==> src/rtl/compute_y_sequencer.sv <==
// compute_y_sequencer: sweeps every (a,b) pair with a in 0..a_max and b in 0..b_max, b fastest, through an external
// compute_y stage, and queues {a,b,y} results in a first-word fall-through FIFO.
// Latency 3 + compute_y latency cycles per point when the FIFO has room; done pulses the cycle busy falls.
// Backpressure: a full FIFO holds the sweep in STORE with no further cy_start; rd_en on an empty FIFO is ignored.
// Optional WAIT timeout abort: define COMPUTE_Y_SEQ_TIMEOUT_EN (then TIMEOUT is used; otherwise err is tied low).
module compute_y_sequencer #(
    parameter int DEPTH   = 16,   // power of two, at least 2
    parameter int TIMEOUT = 1024
) (
    input  logic                     clk,
    input  logic                     rst,
    input  logic                     go,
    input  logic [7:0]               a_max,
    input  logic [7:0]               b_max,
    output logic                     busy,
    output logic                     done,
    output logic                     err,
    output logic                     cy_start,
    output logic [7:0]               cy_a,
    output logic [7:0]               cy_b,
    input  logic [7:0]               cy_y,
    input  logic                     cy_ready,
    input  logic                     rd_en,
    output logic [23:0]              rd_data,
    output logic                     rd_valid,
    output logic [$clog2(DEPTH):0]   count
);

    localparam int AW = $clog2(DEPTH);
    localparam int CW = AW + 1;

    typedef enum logic [2:0] {
        IDLE  = 3'd0,
        ISSUE = 3'd1,
        WAIT  = 3'd2,
        STORE = 3'd3,
        NEXT  = 3'd4
    } state_t;

    state_t state;
    state_t state_nxt;

    // Sweep limits latched on an accepted go, so a_max/b_max may change mid-sweep.
    logic [7:0] a_lim;
    logic [7:0] b_lim;
    logic [7:0] y_q;

    // FSM decode strobes.
    logic load;
    logic capture;
    logic push;
    logic advance;
    logic sweep_end;
    logic timeout_hit;
    logic wait_expired;
    logic last_a;
    logic last_b;

    // FIFO storage and bookkeeping.
    logic [23:0]   mem [DEPTH];
    logic [AW-1:0] wr_ptr;
    logic [AW-1:0] rd_ptr;
    logic          full;
    logic          pop;

    assign last_a   = (cy_a == a_lim);
    assign last_b   = (cy_b == b_lim);
    assign full     = (count == CW'(DEPTH));
    assign pop      = rd_en && (count != '0);
    assign busy     = (state != IDLE);
    assign rd_valid = (count != '0);
    // Empty FIFO presents zero rather than stale storage.
    assign rd_data  = rd_valid ? mem[rd_ptr] : 24'd0;

    // State register; reset abandons any sweep in flight.
    always_ff @(posedge clk) begin
        if (rst) begin
            state <= IDLE;
        end else begin
            state <= state_nxt;
        end
    end

    // Next-state decode and per-state strobes.
    always_comb begin
        state_nxt   = state;
        cy_start    = 1'b0;
        load        = 1'b0;
        capture     = 1'b0;
        push        = 1'b0;
        advance     = 1'b0;
        sweep_end   = 1'b0;
        timeout_hit = 1'b0;
        case (state)
            IDLE: begin
                if (go) begin
                    load      = 1'b1;
                    state_nxt = ISSUE;
                end
            end
            ISSUE: begin
                cy_start  = 1'b1;
                state_nxt = WAIT;
            end
            WAIT: begin
                if (cy_ready) begin
                    capture   = 1'b1;
                    state_nxt = STORE;
                end else if (wait_expired) begin
                    // Aborted point is dropped: nothing is pushed.
                    timeout_hit = 1'b1;
                    state_nxt   = IDLE;
                end
            end
            STORE: begin
                // Full is judged on registered count, so a pop this cycle
                // only makes room for a push on the following cycle.
                if (!full) begin
                    push      = 1'b1;
                    state_nxt = NEXT;
                end
            end
            NEXT: begin
                if (last_a && last_b) begin
                    sweep_end = 1'b1;
                    state_nxt = IDLE;
                end else begin
                    advance   = 1'b1;
                    state_nxt = ISSUE;
                end
            end
            default: begin
                state_nxt = IDLE;
            end
        endcase
    end

    // Operand walk: b counts fastest and wraps to 0 when it reaches b_lim.
    always_ff @(posedge clk) begin
        if (rst) begin
            cy_a  <= 8'd0;
            cy_b  <= 8'd0;
            a_lim <= 8'd0;
            b_lim <= 8'd0;
        end else if (load) begin
            cy_a  <= 8'd0;
            cy_b  <= 8'd0;
            a_lim <= a_max;
            b_lim <= b_max;
        end else if (advance) begin
            if (last_b) begin
                cy_b <= 8'd0;
                cy_a <= cy_a + 8'd1;
            end else begin
                cy_b <= cy_b + 8'd1;
            end
        end
    end

    // Hold the compute_y result until it can be pushed.
    always_ff @(posedge clk) begin
        if (rst) begin
            y_q <= 8'd0;
        end else if (capture) begin
            y_q <= cy_y;
        end
    end

    // done is a registered pulse, coincident with the first IDLE cycle.
    always_ff @(posedge clk) begin
        if (rst) begin
            done <= 1'b0;
        end else begin
            done <= sweep_end || timeout_hit;
        end
    end

`ifdef COMPUTE_Y_SEQ_TIMEOUT_EN
    localparam int TW = $clog2(TIMEOUT + 1);

    logic [TW-1:0] wait_cnt;

    // Counts WAIT cycles; it is zero on the first WAIT cycle of every point.
    always_ff @(posedge clk) begin
        if (rst || (state != WAIT)) begin
            wait_cnt <= '0;
        end else begin
            wait_cnt <= wait_cnt + 1'b1;
        end
    end

    assign wait_expired = (wait_cnt == TW'(TIMEOUT - 1));

    // Sticky timeout flag, cleared only by the next accepted go.
    always_ff @(posedge clk) begin
        if (rst) begin
            err <= 1'b0;
        end else if (load) begin
            err <= 1'b0;
        end else if (timeout_hit) begin
            err <= 1'b1;
        end
    end
`else
    assign wait_expired = 1'b0;
    assign err          = 1'b0;
`endif

    // FIFO storage write; contents persist across sweeps.
    always_ff @(posedge clk) begin
        if (push) begin
            mem[wr_ptr] <= {cy_a, cy_b, y_q};
        end
    end

    // FIFO pointers wrap naturally at DEPTH; occupancy tracks push/pop.
    always_ff @(posedge clk) begin
        if (rst) begin
            wr_ptr <= '0;
            rd_ptr <= '0;
            count  <= '0;
        end else begin
            if (push) begin
                wr_ptr <= wr_ptr + 1'b1;
            end
            if (pop) begin
                rd_ptr <= rd_ptr + 1'b1;
            end
            case ({push, pop})
                2'b10:   count <= count + 1'b1;
                2'b01:   count <= count - 1'b1;
                default: count <= count;
            endcase
        end
    end

endmodule

==> config.mk <==
export PLATFORM = sky130hd
export DESIGN_NAME = compute_y_sequencer
export DESIGN_NICKNAME = d
export VERILOG_FILES = /design/src/rtl/compute_y_sequencer.sv
export SDC_FILE = /design/constraint.sdc
export NUM_CORES = 1
export LEC_CHECK = 0
export CAP_MARGIN = 10
export CORE_ASPECT_RATIO = 1.5
export CORE_MARGIN = 2
export CORE_UTILIZATION = 49
export DETAILED_ROUTE_END_ITERATION = 10
export DONT_BUFFER_PORTS = 1
export PLACE_DENSITY = 0.75
export SKIP_CTS_REPAIR_TIMING = 1
export SKIP_LAST_GASP = 1
export SYNTH_ARGS = -nofsm -noshare
export SYNTH_HDL_FRONTEND = slang
export SYNTH_SLANG_ARGS = --single-unit
==> constraint.sdc <==
create_clock -name clk -period 4.9 [get_ports clk]
set_input_delay 0.735 -clock clk [delete_from_list [all_inputs] [get_ports clk]]
set_output_delay 0.735 -clock clk [all_outputs]
set_load 0.01 [all_outputs]
==> out/metrics.yaml, run 1 <==
placed_design:
  dpl.hpwl_um: 20500
  placement.io_buffers: 0
detailed_routing:
  drt-wirelength-per-cell_um: 24.9
  route.antenna.remaining_nets: 0
  drc_errors: 0
  viasPerCell: 5.90
  detail_route.iter0.violations: 766
final_layout:
  nFillCells: 2661
  bufAreaShareNonClock_pct: 1.51
  combinational_gate_area_mm2: 0.00450
  area.share.combinational_pct: 23.1
  buffers: 36
  dominant_cells: "sequential cells"
  multiInputCombCellCount: 414
  antennaDiodeCount: 0
  register_area_mm2: 0.0128
  synthToLayoutAreaGrowth_pct: 11.8
status:
  status: "completed"
critical_path:
  critical_path.most_common_cell: "mux4_2"
  timing.critical_path.buf_inv: 1
  rr_startpoint: "count[1]$_SDFFE_PP0P_"
  critPathTopFamily: "multiplexers"
  critical_path_peak_fanout: 27
  critical-path-slowest-cell: "dfxtp_4"
  regToRegSetupSlack_ns: 1.66
  setup.worst_path.start_class: "flip-flop"
yosys:
  synth_chip_area_mm2: 0.0174
  post_synthesis_area_per_instance_um2: 19.0
  mappedNetlistArea_mm2: 0.0174
  syn_nets: 957
  synth_warnings: 0
  postSynth.asyncResetShare_pct: 0
  synth.yosys.num_cells: 919
global_routing:
  grt_pass1_wl_um: 55000
  global_route.usage.total_pct: 20.2
  largest_net_degree_at_the_start_of_global_routing: 55
  antenna_found_initial: 0
  grt_pass1_vias: 9021
final_timing:
  holdWs_ns: 0.255
  grt_setup_unrepaired: "false"
  hold_viol_final: 0
  clock.fmax_ghz: 0.266
  max_slew_headroom_pct: 21.5
floorplan:
  floorplan.tapcells: 473
  chipArea_mm2: 0.0372
  floorplan.initialDensity_pct: 49.7
  pin_count: 79
  die_height_um: 235
  chipWidth_um: 158
  placementRows: 84
hold_path:
  min_delay_path_depth: 1
  hold_path_startpoint: "rst"
  worst_hold_path.endpoint: "a_lim[5]$_SDFFE_PP0P_"
clock_network:
  cts-root-buf: "clkbuf_16"
  clock.latency.late_pin_ns: 0.54
  numCtsBuffers: 40
  cts.clk_slew.worst_paths_ns: 0.07
run:
  warnings: 29
==> run 1: logic make-up (layout without fill, tap and decap cells) <==
| kind of cell | after synthesis | count (layout) | share of synthesized area, % |
|---|---|---|---|
| multiplexers | 133 | 133 | 16.2 |
| XOR/XNOR | 25 | 25 | 1.25 |
| AND-OR/OR-AND | 65 | 65 | 2.19 |
| other | 1 | 1 | 0.0215 |
| adder cells (fa/ha/maj) | 9 | 9 | 0.645 |
| flip-flops | 445 | 445 | 73.1 |
| AND/OR/NAND/NOR | 181 | 181 | 5.11 |
| buffers and inverters | 60 | 120 | 1.44 |
==> run 1: registers in the layout, indices dropped and copies added (netlist names), named ones only <==
register,count
mem,384
a_lim,8
b_lim,8
cy_a,8
cy_b,8
y_q,8
count,5
rd_ptr,4
wr_ptr,4
state,3
done,1
==> run 1: cell usage after synthesis, types with 2 or more instances <==
cell      count  share of area, %
buf_4         2             0.086
nor4_1        3              0.11
mux4_2      120                15
buf_1         5              0.11
a211o_1       2              0.10
or3_1         9              0.32
inv_1        10              0.22
o21ai_0      11              0.32
buf_2         9              0.26
nand2_1      50               1.1
o31ai_1       6              0.26
clkbuf_1     33              0.71
nand4_1       9              0.32
and2_1       27              0.97
mux2i_1      11              0.63
ha_1          9              0.65
xnor2_1      18              0.90
xor2_1        7              0.35
a31oi_1       2             0.072
nand2b_1      3              0.11
nor2_1       49               1.1
nand3_1       8              0.23
edfxtp_1    384                66
dfxtp_1      61               7.0
mux2_2        2              0.13
nand3b_1      2             0.086
a21oi_1      35               1.0
nor3_1        7              0.20
or4_1         6              0.26
or3b_1        2              0.10
==> run 1: layer usage <==
layer / part of all wire (%) / GRT usage [%] / vias to the layer above
met5: 0 / 0 / -
met4: 2.5 / 6.55 / 0
met3: 6.7 / 3.37 / 69
met2: 53 / 34.8 / 323
met1: 38 / 26.1 / 4438
li1: - / - / 3733
==> run 1: where the power goes <==
group / total [µW] / switching, µW / internal, µW
clock: 3160 / 1350 / 1810
combinational: 1040 / 516 / 525
sequential: 4230 / 113 / 4120
total: 8430 / 1980 / 6460
==> run 1: per-stage QoR <==
| step | instance area, µm² | std cells | power (µW) | util [%] | setup WS, ns |
|---|---|---|---|---|---|
| floorplan | 17400 | 919 | 5150 | - | 1.43 |
| global placement | 18200 | 1378 | 5370 | 51.8 | 1.63 |
| detailed placement | 18200 | 1378 | 5390 | 51.8 | 1.65 |
| CTS | 19500 | 1452 | 8510 | 55.6 | 1.05 |
| global route | 19500 | 1452 | 8720 | 55.6 | 0.932 |
| finish | 19500 | 1452 | 8430 | 55.6 | 1.14 |
==> run 1: cell usage in the layout (no fill, tap or decap), types with 5 or more instances in the layout <==
master	instances
edfxtp_1	384
nand4_1	9
mux2i_1	11
o21ai_0	11
clkinv_2	6
and2_1	27
o31ai_1	6
xor2_1	7
clkbuf_16	42
ha_1	9
buf_4	34
a21oi_1	35
nand3_1	8
or4_1	6
nor3_2	5
inv_1	10
or3_1	9
nor2_2	12
clkbuf_1	11
nor2_1	37
nand2_1	50
mux4_2	120
dfxtp_1	58
xnor2_1	18
**Run 1: clock wires, drivers and flops**

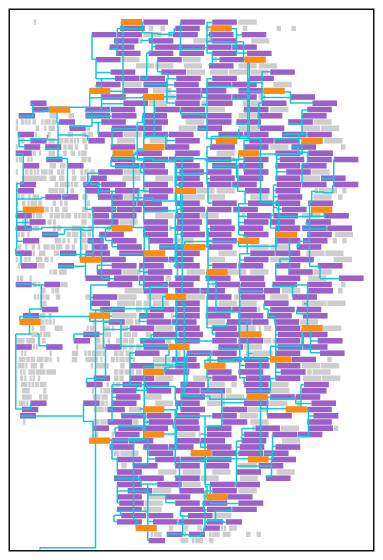
legend:
  purple:
    item: flip-flops
    count: 445
  cyan:
    item: clock wires
    length: 4680 µm
  orange:
    item: cells driving clock nets
    count: 40
routed clock nets: 41

**Run 1: cell sizes after repair**

Scale bar: 50 µm.
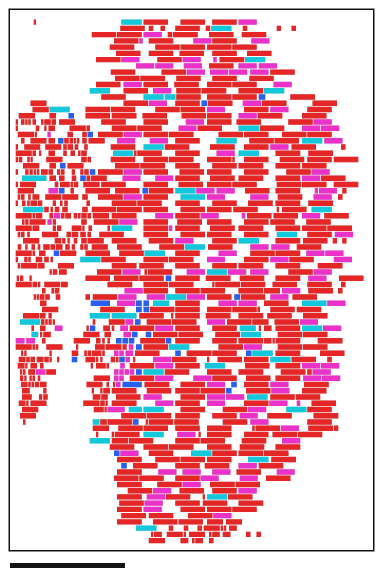
legend:
  red:
    size: drive 1 or less
    cells: 738
    share: 75%
    most_used: edfxtp_1
  cyan:
    size: drive 6 and up
    cells: 52
    share: 5.3%
    most_used: clkbuf_16
  blue:
    size: drive 3 to 4
    cells: 38
    share: 3.9%
    most_used: buf_4
  magenta:
    size: drive 2
    cells: 151
    share: 15%
    most_used: mux4_2

**Run 1: register map, names as in the netlist**

Scale bar: 50 µm. Other sequential cells in the stronger grey, the rest of the logic in the fainter grey.
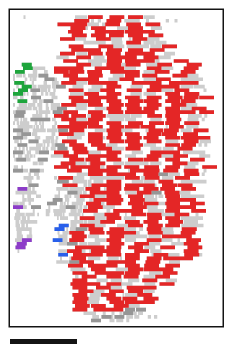
legend:
  blue:
    name_in_the_netlist: `rd_ptr`
    flops: 4
  green:
    name_in_the_netlist: `b_lim`
    flops: 8
    where: north-west
  purple:
    name_in_the_netlist: `count`
    flops: 5
    where: south-west
  red:
    name_in_the_netlist: `mem`
    flops: 384

**Run 1: clock nets**

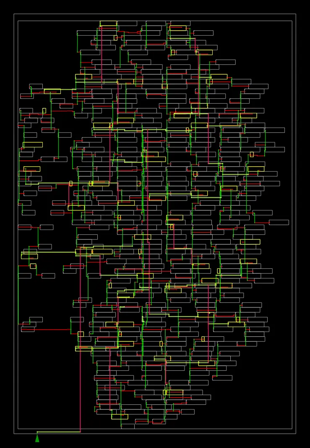
final worst clock skew: 0.0229 ns
number of sinks driven by the clock tree: 445

==> run 2: changes to the inputs <==
clock period = 3.6 ns   (was 4.9 ns; I/O delays follow)
**Run 2: register map, names as in the netlist**

Scale bar: 50 µm. Other sequential cells in the stronger grey, the rest of the logic in the fainter grey.
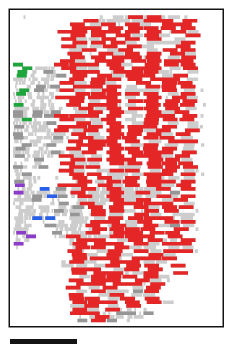
legend:
  purple:
    name_in_the_netlist: `count`
    flops: 5
  blue:
    name_in_the_netlist: `rd_ptr`
    flops: 4
  green:
    name_in_the_netlist: `b_lim`
    flops: 8
    where: north-west
  red:
    name_in_the_netlist: `mem`
    flops: 384
not coloured: 44

**Run 2: clock nets**

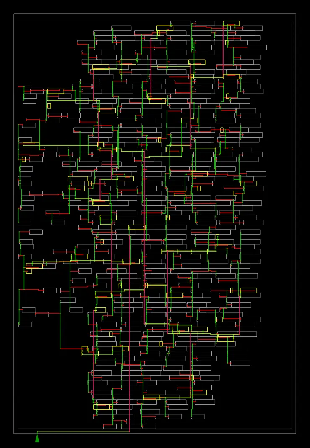
Insertion Delay late pin: 0.55 ns
clock buffer count in the final layout: 50
clock network power consumption: 3910 µW
cts bufs inserted: 39

**Run 2: placed cells, one colour a class**

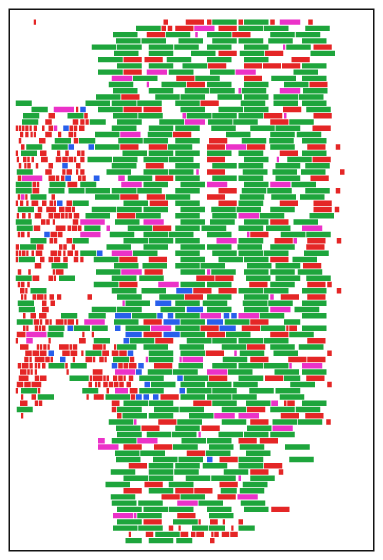
legend:
  blue:
    class: other buffers and delay cells
    cells: 39
    share_of_their_area: 2.1%
  green:
    class: flip-flops
    cells: 445
    share_of_their_area: 68%
  red:
    class: all other logic
    cells: 424
    share_of_their_area: 24%
  magenta:
    class: clock drivers and dummy loads
    cells: 70
    share_of_their_area: 6.3%
final core area utilization: 55.5%
number of cell rows: 84
placeable core area: 0.0351 mm²

==> out/metrics.yaml, run 2 <==
run:
  warnings: 29  # unchanged
final_timing:
  final_critical_path_setup_slack_ns: 0.290  # was 1.14 ns
  grt_setup_unrepaired: "false"  # unchanged
  clock.fmax_ghz: 0.302
  max_slew_headroom_pct: 41.9  # was 21.5%
  hold_viol_final: 0  # unchanged
final_layout:
  antennaDiodeCount: 0  # unchanged
  synthToLayoutAreaGrowth_pct: 11.6  # was 11.8%
  final_design_area_no_fill_mm2: 0.0195  # about the same
  regMostFlops: "mem"  # unchanged
  layout.cells.most_common: "edfxtp_1"  # unchanged
  layout_top_cells_excl_fill_tap: "edfxtp_1, mux4_2, dfxtp_1"  # unchanged
critical_path:
  critical_path_peak_fanout: 28  # was 27
  critical_path.most_common_cell: "mux4_2"  # unchanged
  rr_startpoint: "count[1]$_SDFFE_PP0P_"  # unchanged
  timing.critical_path.buf_inv: 1  # unchanged
  regToRegSetupSlack_ns: 0.56  # was 1.66 ns
  critPathTopFamily: "multiplexers"  # unchanged
  setup.worst_path.start_class: "flip-flop"  # unchanged
detailed_routing:
  viasPerCell: 5.83  # was 5.90
  route.met3.wl_um: 1750  # was 2440 µm
  route.antenna.remaining_nets: 0  # unchanged
  detail_route.wirelength.met1_um: 13700  # about the same
  detail_route.iter0.violations: 616  # was 766
  drc_errors: 0  # unchanged
  met2RoutedLength_um: 18900  # was 19100 µm
  top_metal_used: "met4"  # unchanged
  drt-wirelength-per-cell_um: 24.4  # was 24.9 µm
floorplan:
  floorplan.initialDensity_pct: 49.7  # unchanged
  pin_count: 79  # unchanged
  die_height_um: 235  # unchanged
  chipArea_mm2: 0.0372  # unchanged
  chipWidth_um: 158  # unchanged
yosys:
  synth_chip_area_mm2: 0.0174  # unchanged
  post_synth_main_area_contributors: "edfxtp_1, mux4_2, dfxtp_1"  # unchanged
  proportion_of_synthesized_area_in_mux_cells_pct: 16.2  # unchanged
  most_common_cell: "edfxtp_1"  # unchanged
  synth_warnings: 0  # unchanged
  post_synth_fa_ha_maj_area_fraction_pct: 0.645  # unchanged
  mappedNetlistArea_mm2: 0.0174  # unchanged
  post_synth_and_or_nand_nor_area_fraction_pct: 5.11  # unchanged
  post_synthesis_area_per_instance_um2: 19.0  # unchanged
  synth-compound-area-share_pct: 2.19  # unchanged
  syn_nets: 957  # unchanged
hold_path:
  worst_hold_path.endpoint: "a_lim[0]$_SDFFE_PP0P_"  # was a_lim[5]$_SDFFE_PP0P_
  hold_path_startpoint: "rst"  # unchanged
  min_delay_path_depth: 1  # unchanged
global_routing:
  global_route.usage.total_pct: 19.7  # was 20.2%
  largest_net_degree_at_the_start_of_global_routing: 53  # was 55
  antenna_found_initial: 0  # unchanged
placed_design:
  detailed_place.area_mm2: 0.0183  # was 0.0182 mm²
  dpl.hpwl_um: 20600  # was 20500 µm
  placement.io_buffers: 0  # unchanged
  place_worst_setup_slack_ns: 0.617  # was 1.65 ns
clock_network:
  numClockSinks: 445  # unchanged
  cts.clk_slew.worst_paths_ns: 0.06  # was 0.07 ns
status:
  status: "completed"  # unchanged
==> run 2: cell counts after synthesis <==
Identical to the previous run, type by type.
==> run 2: worst max path at each step <==
stage                     startpoint                     to  slack (ns)
2_1_floorplan  count[1]$_SDFFE_PP0P_    mem[3][0]$_DFFE_PP_        0.13
3_3_place_gp   count[1]$_SDFFE_PP0P_  count[4]$_SDFFE_PP0P_        0.72
3_5_place_dp   count[1]$_SDFFE_PP0P_  count[4]$_SDFFE_PP0P_        0.62
4_1_cts                    flip-flop            rd_data[21]        0.23
5_1_grt                    flip-flop            rd_data[18]        0.16
6_report                   flip-flop            rd_data[18]        0.29
==> run 2: cell type report <==
type                       count  area, µm²
timing repair buffer          39        405
tap                          473        592
multi-input combinational    414       4500
sequential                   445      12800
clock inverter                20        143
clock buffer                  50       1040
fill                        2652      15600
inverter                      10       37.5
==> run 2: metrics by stage <==
step | total power, µW | hold slack, ns | std cells
after detailed placement | 7380 | 0.453 | 1381
after global placement | 7380 | 0.449 | 1381
final | 11100 | 0.0664 | 1451
after CTS | 11200 | 0.0485 | 1451
after global routing | 11500 | 0.0481 | 1451
after floorplan | 7010 | 0.449 | 919
==> run 2: routing by layer <==
layer / vias to the layer above / GRT usage, %
met5: - / 0
met4: 0 / 6.74
met3: 65 / 2.87
met2: 247 / 34.9
met1: 4407 / 24.8
li1: 3736 / -
==> run 2: cells by family after synthesis <==
family / after synthesis
DFF: 445
other: 1
and+or+nand+nor: 181
AOI/OAI and AO/OA: 65
adders and majority gates: 9
xor gates and xnor gates: 25
buffers and inverters: 60
muxes: 133
==> run 2: report_power, final <==
group	total [µW]	switching, µW	leakage [µW]	internal, µW
combinational	1490	740	0.00134	748
clock	3910	1790	0.000573	2130
sequential	5740	130	0.00386	5610
total	11100	2660	0.00578	8480
==> run 3: changes to the inputs <==
SKIP_CTS_REPAIR_TIMING = default   (was 1)
SKIP_LAST_GASP = default   (was 1)
**Run 3: cell sizes after repair**

Scale bar: 50 µm.
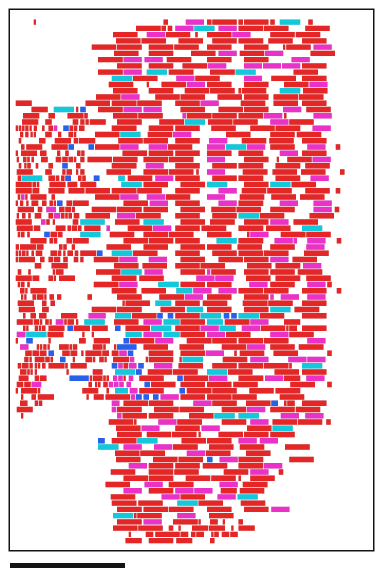
legend:
  cyan:
    size: drive 6 and up
    cells: 52
    share: 5.3%
    most_used: clkbuf_16
  red:
    size: drive 1 or less
    cells: 740
    share: 76%
    most_used: edfxtp_1
  magenta:
    size: drive 2
    cells: 151
    share: 15%
    most_used: mux4_2
  blue:
    size: drive 3 to 4
    cells: 35
    share: 3.6%
    most_used: buf_4

**Run 3: register map, names as in the netlist**

Scale bar: 50 µm. Other sequential cells in the stronger grey, the rest of the logic in the fainter grey.
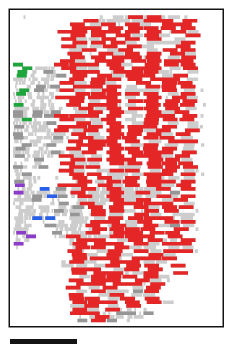
legend:
  red:
    name_in_the_netlist: `mem`
    flops: 384
  green:
    name_in_the_netlist: `b_lim`
    flops: 8
    where: north-west
  blue:
    name_in_the_netlist: `rd_ptr`
    flops: 4
  purple:
    name_in_the_netlist: `count`
    flops: 5
not coloured: 44
area taken by flip-flops and latches: 0.0128 mm²
power consumed by sequential cells: 5740 µW

**Run 3: placed cells, one colour a class**

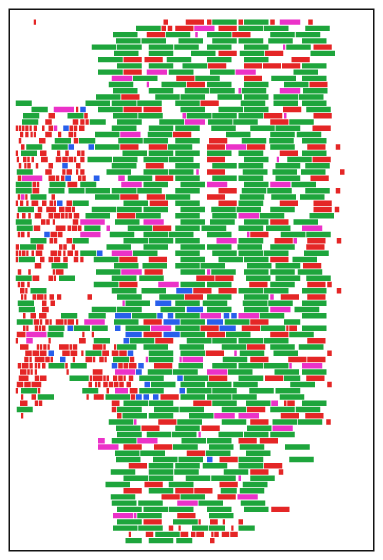
legend:
  red:
    class: all other logic
    cells: 424
    share_of_their_area: 24%
  green:
    class: flip-flops
    cells: 445
    share_of_their_area: 68%
  magenta:
    class: clock drivers and dummy loads
    cells: 70
    share_of_their_area: 6.3%
  blue:
    class: other buffers and delay cells
    cells: 39
    share_of_their_area: 2.1%
proportion of cell area occupied by registers: 65.5%
fin area: 0.0195 mm²

==> out/metrics.yaml, run 3 <==
floorplan:
  core_region_area_mm2: 0.0351  # unchanged
  floorplan.initialDensity_pct: 49.7  # unchanged
  chipWidth_um: 158  # unchanged
  pin_count: 79  # unchanged
  placementRows: 84  # unchanged
  die_height_um: 235  # unchanged
  chipArea_mm2: 0.0372  # unchanged
final_timing:
  clock.fmax_ghz: 0.302  # unchanged
  timing_max_transition_violations_final: 0  # unchanged
  holdWs_ns: 0.0664  # unchanged
  hold_viol_final: 0  # unchanged
  skew_ns: 0.0234  # unchanged
  setup_viol: 0  # unchanged
  max_slew_headroom_pct: 41.9  # unchanged
  finalCritPeriodShare_pct: 91.9  # unchanged
  grt_setup_unrepaired: "false"  # unchanged
detailed_routing:
  drc_errors: 0  # unchanged
  route.final.wire_length_um: 35400  # unchanged
  drt-wirelength-per-cell_um: 24.4  # unchanged
  detail_route.iter0.violations: 616  # unchanged
  viasPerCell: 5.83  # unchanged
  detailedRoute.firstPassIterationCount: 5  # unchanged
  route.antenna.remaining_nets: 0  # unchanged
hold_path:
  worst_hold_path.endpoint: "a_lim[0]$_SDFFE_PP0P_"  # unchanged
  min_delay_path_depth: 1  # unchanged
  hold_path_startpoint: "rst"  # unchanged
pwr:
  power.share.switching_pct: 23.8  # unchanged
  power.combinational.fraction_pct: 13.4  # about the same
  seqPwrFrac_pct: 51.5  # about the same
  p_sw_uw: 2660  # unchanged
  total_power_uw: 11100  # unchanged
  leakagePower_uw: 0.00578  # unchanged
  internal_power_uw: 8480  # unchanged
  power.share.clock_pct: 35.1  # about the same
yosys:
  postSynth.asyncResetShare_pct: 0  # unchanged
  mappedNetlistArea_mm2: 0.0174  # unchanged
  synth_largest_type_area_fraction_pct: 66.1  # unchanged
  synth.yosys.num_cells: 919  # unchanged
  netlist.top_cell.by_area: "edfxtp_1"  # unchanged
  common_cells: "edfxtp_1, mux4_2, dfxtp_1, nand2_1, nor2_1"  # unchanged
  synth_chip_area_mm2: 0.0174  # unchanged
  post_synthesis_area_per_instance_um2: 19.0  # unchanged
  most_common_cell: "edfxtp_1"  # unchanged
  synth_warnings: 0  # unchanged
  post_synth_main_area_contributors: "edfxtp_1, mux4_2, dfxtp_1"  # unchanged
  syn_nets: 957  # unchanged
clock_network:
  cts.clk_slew.worst_paths_ns: 0.06  # about the same
  numClockSinks: 445  # unchanged
  clock.latency.late_pin_ns: 0.55  # about the same
  cts-root-buf: "clkbuf_16"  # unchanged
  numCtsBuffers: 39  # unchanged
status:
  status: "completed"  # unchanged
placed_design:
  detailed_place.area_mm2: 0.0183  # unchanged
  dp.cells: 1381  # unchanged
  dpl.hpwl_um: 20600  # unchanged
  placement.io_buffers: 0  # unchanged
global_routing:
  overflow: 0  # unchanged
  busiest_metal_layer_after_global_routing: "met2"  # unchanged
  groute.layer.met2.usage_pct: 34.9  # unchanged
  grt.met3_usage_pct: 2.87  # unchanged
  global_route.usage.total_pct: 19.7  # unchanged
  grt_pass1_wl_um: 53800  # unchanged
  largest_net_degree_at_the_start_of_global_routing: 53  # unchanged
  groute.layer.met1.usage_pct: 24.8  # unchanged
  antenna_found_initial: 0  # unchanged
  grt_pass1_vias: 8963  # unchanged
final_layout:
  final_cells: 1451  # unchanged
  antennaDiodeCount: 0  # unchanged
  layout.cells.most_common: "edfxtp_1"  # unchanged
  regMostFlops: "mem"  # unchanged
  layout_top_cells_excl_fill_tap: "edfxtp_1, mux4_2, dfxtp_1"  # unchanged
  number_of_flip_flops_in_the_largest_register: 384  # unchanged
  synthToLayoutAreaGrowth_pct: 11.6  # unchanged
run:
  warnings: 29  # unchanged
critical_path:
  worst-r2r-cell-count: 9  # unchanged
  rr_startpoint: "count[1]$_SDFFE_PP0P_"  # unchanged
  setup.worst_path.start_class: "flip-flop"  # unchanged
  regToRegSetupSlack_ns: 0.56  # about the same
  crit_arrival_ns: 2.77  # about the same
  critical_path_peak_fanout: 28  # unchanged
  endpoint_kind: "output pin"  # unchanged
-- run 3: cell counts in the layout (fill, tap and decap cells not counted) --
No cell type changed its count.
-- run 3: power by group through the flow --
stage / clock network [µW] / logic (µW) / registers (µW)
6_report: 3910 / 1490 / 5740
5_1_grt: 4140 / 1630 / 5760
4_1_cts: 3980 / 1530 / 5740
3_5_place_dp: 0 / 1520 / 5860
3_3_place_gp: 0 / 1530 / 5850
2_1_floorplan: 0 / 1240 / 5770
-- run 3: worst max-delay path by stage --
stage,from,to,slack (ns),depth (start not counted)
after global routing,flip-flop,rd_data[18],0.16,4
after CTS,flip-flop,rd_data[21],0.23,4
after floorplan,count[1]$_SDFFE_PP0P_,mem[3][0]$_DFFE_PP_,0.13,5
after detailed placement,count[1]$_SDFFE_PP0P_,count[4]$_SDFFE_PP0P_,0.62,9
after global placement,count[1]$_SDFFE_PP0P_,count[4]$_SDFFE_PP0P_,0.72,9
final,flip-flop,rd_data[18],0.29,4
-- run 3: cell type report --
class	instances	area, µm²
clock buffers	50	1040
clock inverters	20	143
fillers	2652	15600
inverters	10	37.5
multi-input cells	414	4500
flip-flops and latches	445	12800
well taps	473	592
repair buffers	39	405
-- run 3: cells by family after synthesis --
group / synth area share (%)
compound gates: 2.19
buf+inv: 1.44
mux: 16.2
xor+xnor: 1.25
simple gates: 5.11
other cells: 0.0215
fa+ha+maj: 0.645
flops: 73.1
-- run 3: through the flow --
step,worst slack [ns],util (%)
detailed placement,0.617,52.1
global placement,0.720,52.1
global route,0.162,55.5
floorplan,0.129,-
CTS,0.229,55.5
finish,0.290,55.5
-- run 3: worst max-delay path: stages (launching register included) --
cell and delay [ns]:
dfxtp_4 0.61, buf_12 0.30, mux4_2 0.54, mux4_2 0.54, and2_1 0.22
-- run 3: layer usage --
metal	vias to the layer above	routed length, µm
met5	-	0
met4	0	1050
met3	65	1750
met2	247	18900
met1	4407	13700
li1	3736	-
Power is estimated from default activity; no workload was simulated.
